`config.mk`:
```
export PLATFORM = sky130hd
export DESIGN_NAME = icache
export DESIGN_NICKNAME = d
export VERILOG_FILES = /design/src/rtl/cpu_types_pkg.sv /design/src/rtl/icache_frames.sv /design/src/rtl/icache.sv
export SDC_FILE = /design/constraint.sdc
export NUM_CORES = 1
export LEC_CHECK = 0
export CORE_ASPECT_RATIO = 1.75
export CORE_MARGIN = 2
export CORE_UTILIZATION = 59
export CTS_CLUSTER_DIAMETER = 100
export DETAILED_ROUTE_END_ITERATION = 10
export GPL_ROUTABILITY_DRIVEN = 0
export PLACE_DENSITY = 0.77
export SETUP_SLACK_MARGIN = 0.05
export SLEW_MARGIN = 20
export SYNTH_ARGS = -nofsm -noshare
export SYNTH_HDL_FRONTEND = slang
export SYNTH_SLANG_ARGS = --single-unit
```
`constraint.sdc`:
```
create_clock -name CLK -period 7.2 [get_ports CLK]
set_input_delay 0.72 -clock CLK [delete_from_list [all_inputs] [get_ports CLK]]
set_output_delay 0.72 -clock CLK [all_outputs]
set_load 0.05 [all_outputs]
```
`src/rtl/cpu_types_pkg.sv`:
```
// Shared CPU types for the instruction cache: word type, address split, frame layout.
// ICACHE_SETS is the default frame count; the cache itself is parameterised by SETS.
package cpu_types_pkg;

  typedef logic [31:0] word_t;

  localparam int ICACHE_SETS  = 16;
  localparam int ICACHE_IDX_W = $clog2(ICACHE_SETS);
  localparam int ICACHE_TAG_W = 30 - ICACHE_IDX_W;

  typedef struct packed {
    logic [ICACHE_TAG_W-1:0] tag;
    logic [ICACHE_IDX_W-1:0] idx;
    logic [1:0]              bytoff;
  } icachef_t;

  typedef struct packed {
    logic                    valid;
    logic [ICACHE_TAG_W-1:0] tag;
    word_t                   data;
  } icache_frame_t;

  typedef enum logic {
    COMPARE = 1'b0,
    FETCH   = 1'b1
  } icache_state_t;

endpackage

```
`src/rtl/icache_frames.sv`:
```
// Direct-mapped frame store: one combinational read port by index, one write port,
// valid bits cleared asynchronously by reset.
module icache_frames
  import cpu_types_pkg::*;
#(
  parameter int SETS  = ICACHE_SETS,
  parameter int IDX_W = $clog2(SETS),
  parameter int TAG_W = 30 - IDX_W
) (
  input  logic             CLK,
  input  logic             nRST,
  input  logic [IDX_W-1:0] rd_idx,
  output logic             rd_valid,
  output logic [TAG_W-1:0] rd_tag,
  output word_t            rd_data,
  input  logic             wr_en,
  input  logic [IDX_W-1:0] wr_idx,
  input  logic [TAG_W-1:0] wr_tag,
  input  word_t            wr_data
);

  logic [SETS-1:0]  valid;
  logic [TAG_W-1:0] tags  [SETS];
  word_t            datas [SETS];

  always_ff @(posedge CLK or negedge nRST) begin
    if (!nRST) valid <= '0;
    else if (wr_en) valid[wr_idx] <= 1'b1;
  end

  // NOTE: tag/data arrays carry no reset; the valid bits alone make stale contents unreachable.
  always_ff @(posedge CLK) begin
    if (wr_en) begin
      tags[wr_idx]  <= wr_tag;
      datas[wr_idx] <= wr_data;
    end
  end

  assign rd_valid = valid[rd_idx];
  assign rd_tag   = tags[rd_idx];
  assign rd_data  = datas[rd_idx];

endmodule

```
`src/rtl/icache.sv`:
```
// Read-only direct-mapped instruction cache with a COMPARE/FETCH miss FSM.
// Define ICACHE_STATS_EN to add hit_count/miss_count outputs.
module icache
  import cpu_types_pkg::*;
#(
  parameter int SETS = ICACHE_SETS
) (
  input  logic        CLK,
  input  logic        nRST,
  input  logic        imemREN,
  input  logic [31:0] imemaddr,
  output logic        ihit,
  output logic [31:0] imemload,
  output logic        iREN,
  output logic [31:0] iaddr,
  input  logic        iwait,
  input  logic [31:0] iload
`ifdef ICACHE_STATS_EN
  ,
  output logic [31:0] hit_count,
  output logic [31:0] miss_count
`endif
);

  localparam int IDX_W = $clog2(SETS);
  localparam int TAG_W = 30 - IDX_W;

  icache_state_t    state;
  word_t            miss_addr;
  logic [IDX_W-1:0] req_idx;
  logic [TAG_W-1:0] req_tag;
  logic             rd_valid;
  logic [TAG_W-1:0] rd_tag;
  word_t            rd_data;
  logic             hit;
  logic             miss_start;
  logic             fill;

  assign req_idx = imemaddr[IDX_W+1:2];
  assign req_tag = imemaddr[31:IDX_W+2];

  icache_frames #(.SETS(SETS), .IDX_W(IDX_W), .TAG_W(TAG_W)) u_frames (
    .CLK      (CLK),
    .nRST     (nRST),
    .rd_idx   (req_idx),
    .rd_valid (rd_valid),
    .rd_tag   (rd_tag),
    .rd_data  (rd_data),
    .wr_en    (fill),
    .wr_idx   (miss_addr[IDX_W+1:2]),
    .wr_tag   (miss_addr[31:IDX_W+2]),
    .wr_data  (iload)
  );

  // NOTE: every output of this block is assigned a default first, so no latches are inferred.
  always_comb begin
    hit        = rd_valid && (rd_tag == req_tag);
    ihit       = 1'b0;
    imemload   = '0;
    iREN       = 1'b0;
    iaddr      = '0;
    miss_start = 1'b0;
    fill       = 1'b0;
    if (state == COMPARE) begin
      ihit       = imemREN && hit;
      imemload   = ihit ? rd_data : '0;
      miss_start = imemREN && !hit;
    end else begin
      iREN = 1'b1;
      iaddr = miss_addr;
      fill = !iwait;
    end
  end

  // NOTE: state registers use non-blocking assignments so every flop samples pre-edge values.
  always_ff @(posedge CLK or negedge nRST) begin
    if (!nRST) begin
      state     <= COMPARE;
      miss_addr <= '0;
    end else begin
      case (state)
        COMPARE: if (miss_start) begin
          miss_addr <= imemaddr & 32'hFFFF_FFFC;
          state     <= FETCH;
        end
        FETCH: if (!iwait) state <= COMPARE;
        default: state <= COMPARE;
      endcase
    end
  end

`ifdef ICACHE_STATS_EN
  always_ff @(posedge CLK or negedge nRST) begin
    if (!nRST) begin
      hit_count  <= '0;
      miss_count <= '0;
    end else begin
      if (ihit) hit_count <= hit_count + 32'd1;
      if (miss_start) miss_count <= miss_count + 32'd1;
    end
  end
`endif

endmodule

```
==> qor.yml, run 1 <==
run_status:
  status: "finished, final reports clean"
die:
  die_h_um: 340
  core_um2: 64000
  fp.dieW_um: 196
  num_io_pins: 134
  dieArea_um2: 66500
  placementRows: 123
  fp_util: 0.594
  taps: 812
critical_path:
  r2r-end: "miss_addr[31]"
  critPathCapture: "imemload[11]"
  critPathCaptureType: "primary output"
  r2r-start: "u_frames.tags[10][2]"
  worstSetupStartpoint: "imemaddr[4]"
  setup.worst_path.class: "input pin to primary output"
  reg2reg_depth: 8
  crit_arrival_ns: 5.24
  cp_max_fo: 91
  startpoint_type: "input pin"
  ff2ff_setup_slack_ns: 3.53
  required_ns: 6.48
layout:
  logic_area_um2: 8550
  inverters: 7
  num_antenna_cells: 1
  sh_comb_area: 0.198
  syn_to_final_growth_pct: 13.4
  fin_area_um2: 43100
  nMultiInputCombCells: 591
  clk_share: 0.0644
  drive_above_1_share: 0.261
  sh_seq_area: 0.674
  clkbuf_count: 107
  nNetsFinal: 1896
  signal_buffers: 171
  fillers: 3868
  register_area_um2: 29000
  buffer_area_frac: 0.0389
  largest_class: "sequential cells"
timing:
  finalHoldViolCount: 0
  worst_slew_pin_slew_ns: 1.09
  period_used_share: 0.827
  slew_headroom: 0.272
  drv_slew: 0
  finalSetupViolCount: 0
  final.setup_skew_ns: 0.0236
  min_period_ns: 5.96
  whs_ns: 0.240
  setup_tns_ns: 0
  fmaxAchievable_ghz: 0.168
  rsz0062_at_grt: "no"
pwr:
  power_density_nw_per_um2: 287
  clockPowerShare: 0.371
  p_seq_uw: 6780
  p_comb_frac: 0.081
  combinationalPower_uw: 999
  power_leader: "sequential cells"
  p_int_uw: 9590
  p_leak_uw: 0.0138
  ir_worst_vdd_mv: 0.251
  p_switching_uw: 2780
  power_frac_seq: 0.548
  powerClk_uw: 4590
  sw_frac_of_total: 0.225
grt:
  grt_max_degree: 92
  overflow: 0
  first_global_vias: 18767
  grt_use_total: 0.270
  grt_pass1_wl_um: 128000
  antenna_found_initial: 2
yosys:
  syn-cell-area_um2: 38000
  ys_seq_frac: 0.764
  top_area_cell: "edfxtp_1"
  yosys.cell_types.count: 55
  top_cells_by_area: "edfxtp_1 (73%), mux4_2 (15%), dfrtp_1 (3.1%)"
  synthTopLogicFamily: "multiplexers"
  yosys-top-cells-count: "edfxtp_1 (928), mux4_2 (250), mux2i_1 (55)"
  simple_gate_share: 0.0235
  ff_type: "edfxtp_1"
  top_cell_area_share: 0.733
  ys_sh_xor: 0.00784
  fa_ha_area_frac: 0
  synth.avg_cell_area_um2: 22.9
  synthAoiAreaFrac: 0.00958
  mux_share: 0.181
  ys_chip_area_um2: 38000
  synth.most_common_cell: "edfxtp_1"
  synth_flop_count: 975
  async_reset_ff_frac: 0.0482
  edf_count: 928
  syn-instance-count: 1657
  ys_cells: 1657
  yosysWarningCount: 0
placed_design:
  dpl_cell_area_um2: 40300
  place_hpwl_um: 45000
  port_buffers: 129
drt:
  drt_iter0_markers: 1847
  vias: 18010
  avgRoutedWirePerCell_um: 32.3
  wirelength_um: 87400
  drcViolationCount: 0
  final_antenna_net_count: 0
  viasPerCell: 6.65
  first_pass_iters: 7
job:
  maxCapViolCount: 0
  warnings: 28
clock_network:
  cts_buffer_depth: 3
  clk_latency_ns: 0.64
  cts_resized: 0
  cts_setup_buffers: 0
  root_buffer: "clkbuf_16"
  htree_levels: 3
  clkTransAtPathRegs_ns: 0.06
  cts_tree: "done"
  postCtsHoldBufs: 0
min_path:
  hp-class: "input pin to async pin"
-- run 1: per-stage QoR --
stage,util,cells,power [uW],worst slack (ns)
floorplan,-,1658,7480,1.42
global placement,0.629,2554,7840,1.32
detailed placement,0.630,2556,7900,1.30
CTS,0.673,2707,12400,1.25
global route,0.673,2707,12700,1.05
finish,0.673,2708,12400,1.24
-- run 1: layout by cell type, fill, tap and decap left out, types with 19 or more instances in the layout --
| cell type | instances |
|---|---|
| mux2i_1 | 55 |
| buf_4 | 37 |
| and2_1 | 36 |
| clkdlybuf4s50_1 | 124 |
| dfrtp_1 | 47 |
| xnor2_1 | 19 |
| mux2_4 | 29 |
| clkbuf_16 | 84 |
| clkbuf_1 | 20 |
| edfxtp_1 | 928 |
| mux4_2 | 250 |
| nor2b_1 | 38 |
-- run 1: flip-flops by register name, indices dropped and copies added, names as in the netlist --
signal          count
miss_addr          30
u_frames.valid     16
u_frames.datas    512
state               1
u_frames.tags     416
-- run 1: layer usage --
layer / part of all wire / vias to the layer above / GRT usage
li1: - / 7270 / -
met1: 0.36 / 9646 / 0.349
met2: 0.54 / 931 / 0.475
met3: 0.072 / 159 / 0.0376
met4: 0.030 / 4 / 0.0933
met5: 0.00034 / - / 0
-- run 1: worst max-delay path, cell delays in order --
cell	delay (ns)
buf_8	0.64
buf_4	0.58
mux4_2	0.40
mux2i_1	0.18
xnor2_1	0.09
nor4_1	0.42
a21oi_1	0.10
a211oi_2	0.43
nand4_1	0.15
buf_4	0.28
nor2b_1	0.21
clkdlybuf4s50_1	0.83
==> run_1/gates.png <==
Bar = 50 um.
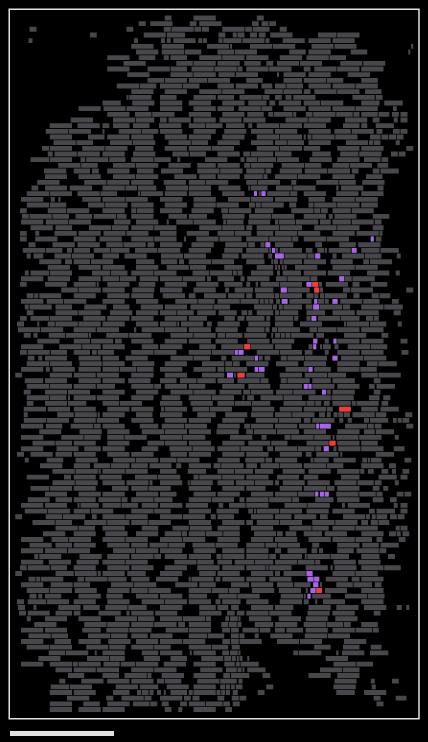
[aoi and oai cells] purple | cells: 42 | most used: o21ai_0
[non-inverting ao/oa cells] red | cells: 7 | where: right middle

==> run_1/ff_map.png <==
Bar = 50 um.
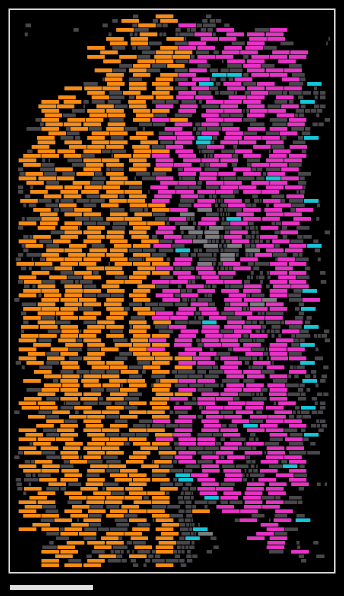
[u_frames.tags] magenta | flops: 416
[miss_addr] cyan | flops: 30
[u_frames.datas] orange | flops: 512
not colored: 17

==> run_1/clock_nets.png <==
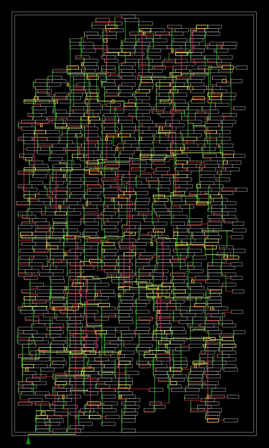
Flops: 975
CTS Buf Count: 82
CTS sink cnt: 975

==> run_1/layers.png <==
Two of the layers only.
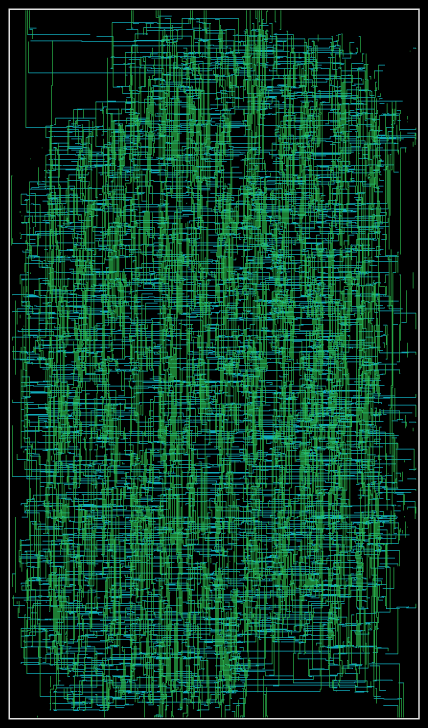

==> inputs of run 2 (changes only) <==
- CORE_UTILIZATION: 59 -> 55
- PLACE_DENSITY: 0.77 -> 0.76
- clock period: 7.2 -> 4.9 ns (I/O delays scaled with it)
==> run_2/layers.png <==
Two of the layers only.
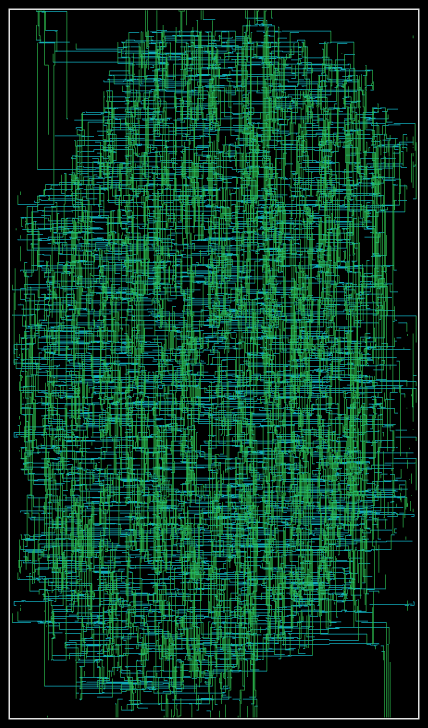
[M2] green | wire length: 46.1 mm
[M1] cyan | wire length: 32.2 mm

==> run 2 against run 1 <==
  * Die size up 7.1%
  * Clock power up 42%
  * Register-to-register slack worse by 2.0 ns
  * Via count up 0.59%
  * Sequential share of layout area down 1.1 points
  * Cell count up 4.3%
  * Hold slack better by 0.22 ns
  * Clock-buffer cell count down 13
  * Flip-flop count unchanged
  * Core utilization down 3.3 points
  * Global-route usage down 2.0 points
  * Non-clock buffer count up 28
  * Largest power group unchanged
==> qor.yml, run 2 <==
clock_network:
  cts_buffer_depth: 3  # unchanged
  root_buffer: "clkbuf_16"
  clkTransAtPathRegs_ns: 0.06  # about the same
  cts_resized: 0  # unchanged
  cts_setup_buffers: 0  # unchanged
  cts_tree: "done"
  postCtsHoldBufs: 1  # +1
  clkSinkCount: 975  # unchanged
  clk_latency_ns: 0.66  # +0.02 ns
  htree_levels: 3  # unchanged
placed_design:
  place_hpwl_um: 47000  # +4.6%
  dpl_cell_area_um2: 41100  # +2.0%
  port_buffers: 129  # unchanged
timing:
  fmaxAchievable_ghz: 0.224
  rsz0062_at_grt: "no"
  worst_slew_pin_slew_ns: 0.919  # -0.168 ns
  drv_slew: 0  # unchanged
  finalSetupViolCount: 0  # unchanged
  slew_headroom: 0.387  # +0.116
  finalHoldViolCount: 0  # unchanged
  setup_tns_ns: 0  # unchanged
  period_used_share: 0.912
  whs_ns: 0.463  # +0.224 ns
  min_period_ns: 4.47
drt:
  drcViolationCount: 0  # unchanged
  final_antenna_net_count: 0  # unchanged
  avgRoutedWirePerCell_um: 30.7  # -4.8%
  first_pass_iters: 5  # -2
  drt_iter0_markers: 1791  # -3.0%
  viasPerCell: 6.42  # -3.5%
  vias: 18116  # +0.59%
  wirelength_um: 86800  # -0.77%
layout:
  fin_area_um2: 43800  # +1.7%
  top_register: "u_frames.datas"
  final_cell_mix: "edfxtp_1 (928), mux4_2 (250), clkdlybuf4s50_1 (91), clkbuf_16 (81), mux2i_1 (55)"
  logic_area_um2: 8570  # +0.29%
  nNetsFinal: 1923  # +1.4%
  largest_register_ffs: 512  # unchanged
  mostFrequentLayoutCell: "edfxtp_1"
  drive_above_1_share: 0.286  # +0.0253
  finish.utilization: 0.640  # -0.0334
  register_area_um2: 29000  # unchanged
  reg.largest.list: "u_frames.datas (512), u_frames.tags (416), miss_addr (30)"
  syn_to_final_growth_pct: 15.3
  fillers: 4349  # +12%
critical_path:
  slowest_stage: "a2111oi_2"
  cp_num_cells: 13  # +1
  ff2ff_setup_slack_ns: 1.57  # -1.96 ns
  startpoint_type: "input pin"
  path_buffers: 5  # +1
  critPathCaptureType: "primary output"
  worstSetupStartpoint: "imemaddr[3]"
  cp_max_fo: 45  # -51%
  setup.worst_path.class: "input pin to primary output"
  cp_top_family: "buffers and inverters"
  slowest_delay_ns: 0.51  # -0.32 ns
  r2r-start: "u_frames.tags[13][2]"
  reg2reg_depth: 11  # +3
  crit_arrival_ns: 3.98  # -1.26 ns
  critPathCapture: "imemload[3]"
  crit_path_cell_trace: "buf_6 -> buf_4 -> nor2b_1 -> a22oi_1 -> a21oi_1 -> o211ai_1 -> a2111oi_2 -> buf_4 -> and2_1 -> nand4_1 -> buf_12 -> nor2b_1 -> buf_12"
  r2r-end: "miss_addr[31]"
  required_ns: 4.41  # -2.07 ns
run_status:
  status: "finished, final reports clean"
grt:
  grt_max_degree: 60  # -35%
  first_global_vias: 19078  # +1.7%
  overflow: 0  # unchanged
  grt_pass1_wl_um: 127000  # -0.21%
  grt_use_total: 0.250  # -0.0200
  antenna_found_initial: 6  # +4
yosys:
  syn-cell-area_um2: 38000  # unchanged
  top_cells_by_area: "edfxtp_1 (73%), mux4_2 (15%), dfrtp_1 (3.1%)"
  async_reset_ff_frac: 0.0482  # unchanged
  top_area_cell: "edfxtp_1"
  ff_type: "edfxtp_1"
  ys_cells: 1657  # unchanged
  syn-instance-count: 1657  # unchanged
  top_cell_area_share: 0.733  # unchanged
  synth.most_common_cell: "edfxtp_1"
  ys_seq_frac: 0.764  # unchanged
  synth.avg_cell_area_um2: 22.9  # unchanged
  ys_chip_area_um2: 38000  # unchanged
  synth_flop_count: 975  # unchanged
  yosysWarningCount: 0  # unchanged
  yosys-top-cells-count: "edfxtp_1 (928), mux4_2 (250), mux2i_1 (55)"
  edf_count: 928  # unchanged
  yosys.cell_types.count: 55  # unchanged
pwr:
  sw_frac_of_total: 0.229  # +0.00392
  power_leader: "sequential cells"
  p_leak_uw: 0.0141  # +2.2%
  p_comb_frac: 0.083  # +0.002
  p_total_uw: 18000  # +45%
  p_switching_uw: 4110  # +48%
  combinationalPower_uw: 1500  # +50%
  power_frac_seq: 0.555  # +0.007
  power_density_nw_per_um2: 410  # +43%
  p_int_uw: 13900  # +45%
  p_seq_uw: 9970  # +47%
  clockPowerShare: 0.362  # -0.009
die:
  fp.dieW_um: 203  # +3.5%
  placementRows: 127  # +3.3%
  core_um2: 68500  # +7.0%
  fp_util: 0.555  # -0.0387
  num_io_pins: 134  # unchanged
  die_h_um: 352  # +3.5%
  dieArea_um2: 71300  # +7.1%
job:
  warnings: 28  # unchanged
  maxCapViolCount: 0  # unchanged
min_path:
  hp-class: "flip-flop to flip-flop"
==> run_2/clock_nets.png <==
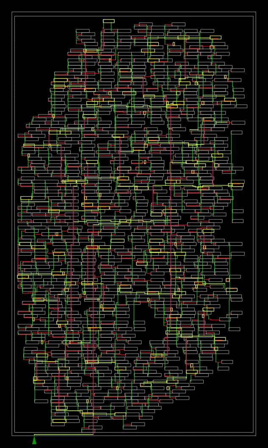
CTS Buf Count: 81
Setup Skew: 0.0297 ns

run 2: netlist changes by cell type in the layout (fill, tap and decap cells not counted), sizes merged:
cell	previous run	this run
buf	47	107
clkdlybuf4s50	124	91
clkbuf	107	94
clkinv	25	36
bufinv	11	9
dlygate4sd3	0	1
inv	10	11
run 2: worst min path at each step:
stage / from / end / slack [ns] / depth (start not counted)
6_report: u_frames.valid[8] / u_frames.valid[8] / 0.46 / 1
5_1_grt: u_frames.valid[3] / u_frames.valid[3] / 0.47 / 1
2_1_floorplan: nRST / miss_addr[10] / 0.19 / 0
3_5_place_dp: u_frames.valid[8] / u_frames.valid[8] / 0.45 / 1
3_3_place_gp: u_frames.valid[3] / u_frames.valid[3] / 0.44 / 1
4_1_cts: u_frames.valid[8] / u_frames.valid[8] / 0.46 / 1
run 2: routing by layer:
metal | share of wire | up-vias | track usage
met1 | 0.37 | 9743 | 0.325
met2 | 0.53 | 882 | 0.435
li1 | - | 7318 | -
met3 | 0.067 | 165 | 0.0361
met4 | 0.030 | 8 | 0.0880
met5 | 0.00060 | - | 0
run 2: area by class of cell:
cell class | count | area share
clock buffers | 94 | 0.0474
inverters | 7 | 0.000600
clock inverters | 54 | 0.0135
diodes | 1 | 0.0000571
repair buffers | 199 | 0.0540
well taps | 903 | 0.0258
flip-flops and latches | 975 | 0.663
multi-input cells | 591 | 0.196
run 2: cell families after synthesis:
| family | synth area share |
|---|---|
| compound gates | 0.00958 |
| buf+inv | 0.0139 |
| simple gates | 0.0235 |
| other cells | 0.0000987 |
| flops | 0.764 |
| mux | 0.181 |
| xor+xnor | 0.00784 |
run 2: metrics by stage:
stage	worst slack, ns	instances
after floorplan	0.753	1658
after global placement	0.457	2674
after detailed placement	0.456	2674
after CTS	0.423	2823
after global routing	0.276	2824
final	0.433	2824
Power and IR drop assume default switching activity.
